Cells colored by class:
Drawn at 1.5 px/um.
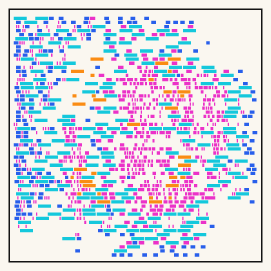
Local utilization:
Drawn at 2 px/um. The die is cut into 17 by 17 equal tiles; black is low, pale yellow is high, 0 to 100% covered.
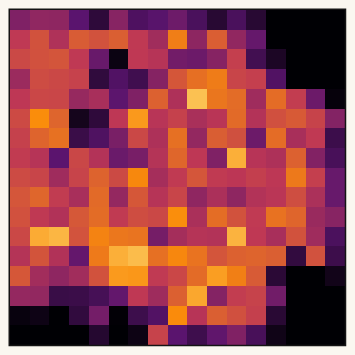
## src/rtl/mac_dot_acc_pkg.sv

```systemverilog
// Shared types and the accumulate step for mac_dot_acc.
// Optional build macro: MAC_DOT_ACC_SATURATE_EN (saturating instead of wrapping accumulate).
package mac_dot_acc_pkg;

  typedef enum logic [1:0] {
    IDLE,
    ACCUM,
    DRAIN,
    HOLD
  } state_e;

  localparam int OP_W   = 16;
  localparam int PROD_W = 32;

  typedef struct packed {
    logic [63:0] acc;
    logic        carry;
  } acc_res_t;

  // Works in a 64-bit container so one function serves any ACC_W in 32..64.
  function automatic acc_res_t acc_step(input logic [63:0]       base,
                                        input logic [PROD_W-1:0] r,
                                        input int unsigned       acc_w);
    logic [64:0] sum;
    logic [64:0] mask;
    acc_res_t    res;
    sum  = {1'b0, base} + {33'd0, r};
    mask = (65'd1 << acc_w) - 65'd1;
    // base < 2^acc_w and r < 2^acc_w, so bit acc_w is the only possible spill.
    res.carry = |(sum & ~mask);
`ifdef MAC_DOT_ACC_SATURATE_EN
    res.acc = res.carry ? mask[63:0] : (sum[63:0] & mask[63:0]);
`else
    res.acc = sum[63:0] & mask[63:0];
`endif
    return res;
  endfunction

endpackage

```

## src/rtl/mac_dot_acc_if.sv

```systemverilog
// Operand-beat input stream and accumulated-result output stream of mac_dot_acc.
interface mac_dot_acc_if #(
  parameter int ACC_W = 40
);
  logic             in_valid;
  logic             in_ready;
  logic [15:0]      in_a;
  logic [15:0]      in_b;
  logic [15:0]      in_c;
  logic             out_valid;
  logic             out_ready;
  logic [ACC_W-1:0] out_data;
  logic             out_ovf;

  modport slave (
    input  in_valid, in_a, in_b, in_c, out_ready,
    output in_ready, out_valid, out_data, out_ovf
  );

  modport master (
    output in_valid, in_a, in_b, in_c, out_ready,
    input  in_ready, out_valid, out_data, out_ovf
  );
endinterface

```

## src/rtl/mac_dot_acc.sv

```systemverilog
// Dot-product accumulator around an external combinational mac (R = A*B + C).
// Build macro MAC_DOT_ACC_SATURATE_EN selects saturating accumulate (see package).
module mac_dot_acc
  import mac_dot_acc_pkg::*;
#(
  parameter int VEC_LEN = 8,
  parameter int ACC_W   = 40,
  parameter int CNT_W   = 16
) (
  input  logic              clk,
  input  logic              rst,
  mac_dot_acc_if.slave      bus,
  output logic [OP_W-1:0]   mac_a,
  output logic [OP_W-1:0]   mac_b,
  output logic [OP_W-1:0]   mac_c,
  input  logic [PROD_W-1:0] mac_r
);

  localparam logic [CNT_W-1:0] LAST_CNT = CNT_W'(VEC_LEN - 1);

  state_e            state_q, state_d;
  logic [CNT_W-1:0]  cnt_q, cnt_d;
  logic              in_ready_q, in_ready_d;
  logic [OP_W-1:0]   mac_a_q, mac_a_d, mac_b_q, mac_b_d, mac_c_q, mac_c_d;
  logic              vld_p1_q, vld_p1_d, first_p1_q, first_p1_d, last_p1_q, last_p1_d;
  logic [PROD_W-1:0] r_p2_q, r_p2_d;
  logic              vld_p2_q, vld_p2_d, first_p2_q, first_p2_d, last_p2_q, last_p2_d;
  logic [ACC_W-1:0]  acc_q, acc_d;
  logic              ovf_q, ovf_d;
  logic              out_valid_q, out_valid_d;
  logic [ACC_W-1:0]  out_data_q, out_data_d;
  logic              out_ovf_q, out_ovf_d;
  logic              xfer;
  logic              beat_last;
  acc_res_t          acc_res;

  always_comb begin
    state_d     = state_q;
    cnt_d       = cnt_q;
    mac_a_d     = mac_a_q;
    mac_b_d     = mac_b_q;
    mac_c_d     = mac_c_q;
    first_p1_d  = first_p1_q;
    last_p1_d   = last_p1_q;
    r_p2_d      = r_p2_q;
    first_p2_d  = first_p2_q;
    last_p2_d   = last_p2_q;
    acc_d       = acc_q;
    ovf_d       = ovf_q;
    out_valid_d = out_valid_q;
    out_data_d  = out_data_q;
    out_ovf_d   = out_ovf_q;

    xfer      = bus.in_valid && in_ready_q;
    beat_last = (cnt_q == LAST_CNT);

    // Stage 1: capture the beat onto the mac operand ports
    vld_p1_d = xfer;
    if (xfer) begin
      mac_a_d    = bus.in_a;
      mac_b_d    = bus.in_b;
      mac_c_d    = bus.in_c;
      first_p1_d = (cnt_q == '0);
      last_p1_d  = beat_last;
      cnt_d      = beat_last ? '0 : cnt_q + CNT_W'(1);
    end

    // Stage 2: register the mac result
    vld_p2_d = vld_p1_q;
    if (vld_p1_q) begin
      r_p2_d     = mac_r;
      first_p2_d = first_p1_q;
      last_p2_d  = last_p1_q;
    end

    // Stage 3: accumulate and publish the vector result
    acc_res = acc_step(first_p2_q ? 64'd0 : 64'(acc_q), r_p2_q, ACC_W);
    if (out_valid_q && bus.out_ready) out_valid_d = 1'b0;
    if (vld_p2_q) begin
      acc_d = acc_res.acc[ACC_W-1:0];
      ovf_d = (first_p2_q ? 1'b0 : ovf_q) | acc_res.carry;
      if (last_p2_q) begin
        out_data_d  = acc_d;
        out_ovf_d   = ovf_d;
        out_valid_d = 1'b1;
      end
    end

    case (state_q)
      IDLE:    if (xfer) state_d = beat_last ? DRAIN : ACCUM;
      ACCUM:   if (xfer && beat_last) state_d = DRAIN;
      DRAIN:   if (vld_p2_q && last_p2_q) state_d = HOLD;
      HOLD:    if (out_valid_q && bus.out_ready) state_d = IDLE;
      default: state_d = IDLE;
    endcase

    in_ready_d = (state_d == IDLE) || (state_d == ACCUM);
  end

  always_ff @(posedge clk or posedge rst) begin
    if (rst) begin
      state_q     <= IDLE;
      cnt_q       <= '0;
      in_ready_q  <= 1'b1;
      mac_a_q     <= '0;
      mac_b_q     <= '0;
      mac_c_q     <= '0;
      vld_p1_q    <= 1'b0;
      first_p1_q  <= 1'b0;
      last_p1_q   <= 1'b0;
      r_p2_q      <= '0;
      vld_p2_q    <= 1'b0;
      first_p2_q  <= 1'b0;
      last_p2_q   <= 1'b0;
      acc_q       <= '0;
      ovf_q       <= 1'b0;
      out_valid_q <= 1'b0;
      out_data_q  <= '0;
      out_ovf_q   <= 1'b0;
    end else begin
      state_q     <= state_d;
      cnt_q       <= cnt_d;
      in_ready_q  <= in_ready_d;
      mac_a_q     <= mac_a_d;
      mac_b_q     <= mac_b_d;
      mac_c_q     <= mac_c_d;
      vld_p1_q    <= vld_p1_d;
      first_p1_q  <= first_p1_d;
      last_p1_q   <= last_p1_d;
      r_p2_q      <= r_p2_d;
      vld_p2_q    <= vld_p2_d;
      first_p2_q  <= first_p2_d;
      last_p2_q   <= last_p2_d;
      acc_q       <= acc_d;
      ovf_q       <= ovf_d;
      out_valid_q <= out_valid_d;
      out_data_q  <= out_data_d;
      out_ovf_q   <= out_ovf_d;
    end
  end

  assign mac_a         = mac_a_q;
  assign mac_b         = mac_b_q;
  assign mac_c         = mac_c_q;
  assign bus.in_ready  = in_ready_q;
  assign bus.out_valid = out_valid_q;
  assign bus.out_data  = out_data_q;
  assign bus.out_ovf   = out_ovf_q;

endmodule

```

## src/flat_wrapper.sv

```systemverilog
// flat-port wrapper written by rule: the top's interface ports become plain ports
module mac_dot_acc_flat import mac_dot_acc_pkg::*;
#(
  parameter int VEC_LEN = 8,
  parameter int ACC_W   = 40,
  parameter int CNT_W   = 16
)
  (clk, rst, mac_a, mac_b, mac_c, mac_r, bus_in_valid, bus_in_a, bus_in_b, bus_in_c, bus_out_ready, bus_in_ready, bus_out_valid, bus_out_data, bus_out_ovf);
  mac_dot_acc_if #(.ACC_W(ACC_W)) bus_i ();
  input  logic clk;
  input  logic rst;
  output logic [OP_W-1:0] mac_a;
  output logic [OP_W-1:0] mac_b;
  output logic [OP_W-1:0] mac_c;
  input  logic [PROD_W-1:0] mac_r;
  input wire logic [$bits(bus_i.in_valid)-1:0] bus_in_valid;
  input wire logic [$bits(bus_i.in_a)-1:0] bus_in_a;
  input wire logic [$bits(bus_i.in_b)-1:0] bus_in_b;
  input wire logic [$bits(bus_i.in_c)-1:0] bus_in_c;
  input wire logic [$bits(bus_i.out_ready)-1:0] bus_out_ready;
  output wire logic [$bits(bus_i.in_ready)-1:0] bus_in_ready;
  output wire logic [$bits(bus_i.out_valid)-1:0] bus_out_valid;
  output wire logic [$bits(bus_i.out_data)-1:0] bus_out_data;
  output wire logic [$bits(bus_i.out_ovf)-1:0] bus_out_ovf;
  assign bus_i.in_valid = bus_in_valid;
  assign bus_i.in_a = bus_in_a;
  assign bus_i.in_b = bus_in_b;
  assign bus_i.in_c = bus_in_c;
  assign bus_i.out_ready = bus_out_ready;
  assign bus_in_ready = bus_i.in_ready;
  assign bus_out_valid = bus_i.out_valid;
  assign bus_out_data = bus_i.out_data;
  assign bus_out_ovf = bus_i.out_ovf;
  mac_dot_acc #(.VEC_LEN(VEC_LEN), .ACC_W(ACC_W), .CNT_W(CNT_W)) u_core (.clk(clk), .rst(rst), .bus(bus_i), .mac_a(mac_a), .mac_b(mac_b), .mac_c(mac_c), .mac_r(mac_r));
endmodule
```

## config.mk

```make
export PLATFORM = sky130hd
export DESIGN_NAME = mac_dot_acc_flat
export DESIGN_NICKNAME = d
export VERILOG_FILES = /design/src/rtl/mac_dot_acc_pkg.sv /design/src/rtl/mac_dot_acc_if.sv /design/src/rtl/mac_dot_acc.sv /design/src/flat_wrapper.sv
export SDC_FILE = /design/constraint.sdc
export NUM_CORES = 1
export LEC_CHECK = 0
export CORE_MARGIN = 2
export CORE_UTILIZATION = 35
export DETAILED_ROUTE_END_ITERATION = 7
export GPL_TIMING_DRIVEN = 1
export PLACE_DENSITY_LB_ADDON = 0.25
export SYNTH_ARGS = -nofsm -noshare
export SYNTH_HDL_FRONTEND = slang
export SYNTH_SLANG_ARGS = --single-unit
export TNS_END_PERCENT = 10
```

## constraint.sdc

```tcl
create_clock -name clk -period 6.5 [get_ports clk]
set_input_delay 0.65 -clock clk [delete_from_list [all_inputs] [get_ports clk]]
set_output_delay 0.65 -clock clk [all_outputs]
set_load 0.1 [all_outputs]
```

==> run summary <==
fresh numbers from the pnr run: Worst path depth=10, CTS Root Cell=clkbuf_16, Post-CTS Resized=0, CTS max path bufs=2, clk_buf instances=17, initial antenna violation count=2, yosys stat chip area=a little over 9000 um^2, Reg2Reg Capture Point=u_core.acc_q[23], layout cells sized above 1=about an eighth, DR vias=slightly above 7000, failing checks=design-rule violations, final setup violation count=0, DRT Pass-1 Iters=7, Die H=approximately 170 um, Logic inverters=16, clock sink total=188, metal2 WL=about 10 mm, status=finished, violations left, # DRC=8, Yosys top cell by instances=nand2_1, Critical R2R Launch=u_core.first_p2_q, post-synth top area share=around 50%, unrepaired setup endpoints after global routing=false, Inst Count DP=1423, Core Rows=59, combinational fraction of the cell area=36.86%, bufs w/o clock=182
About 'cells colored by class':
Key: cyan = registers [cells 188]; orange = clock drivers and dummy loads [cells 32]; magenta = remaining logic cells [cells 718]; blue = remaining buffers and delay cells [cells 182]
final core occ: 45.89%
fraction of area in registers: 39.24%
post-route cell area: 11990 um^2
CORE AREA: 26130 um^2

About 'local utilization':
4.8% of the tiles are over 75% full. The mean over all tiles is 41%. 11% of the tiles are nearly empty.
floorplan utilization: 35.77%

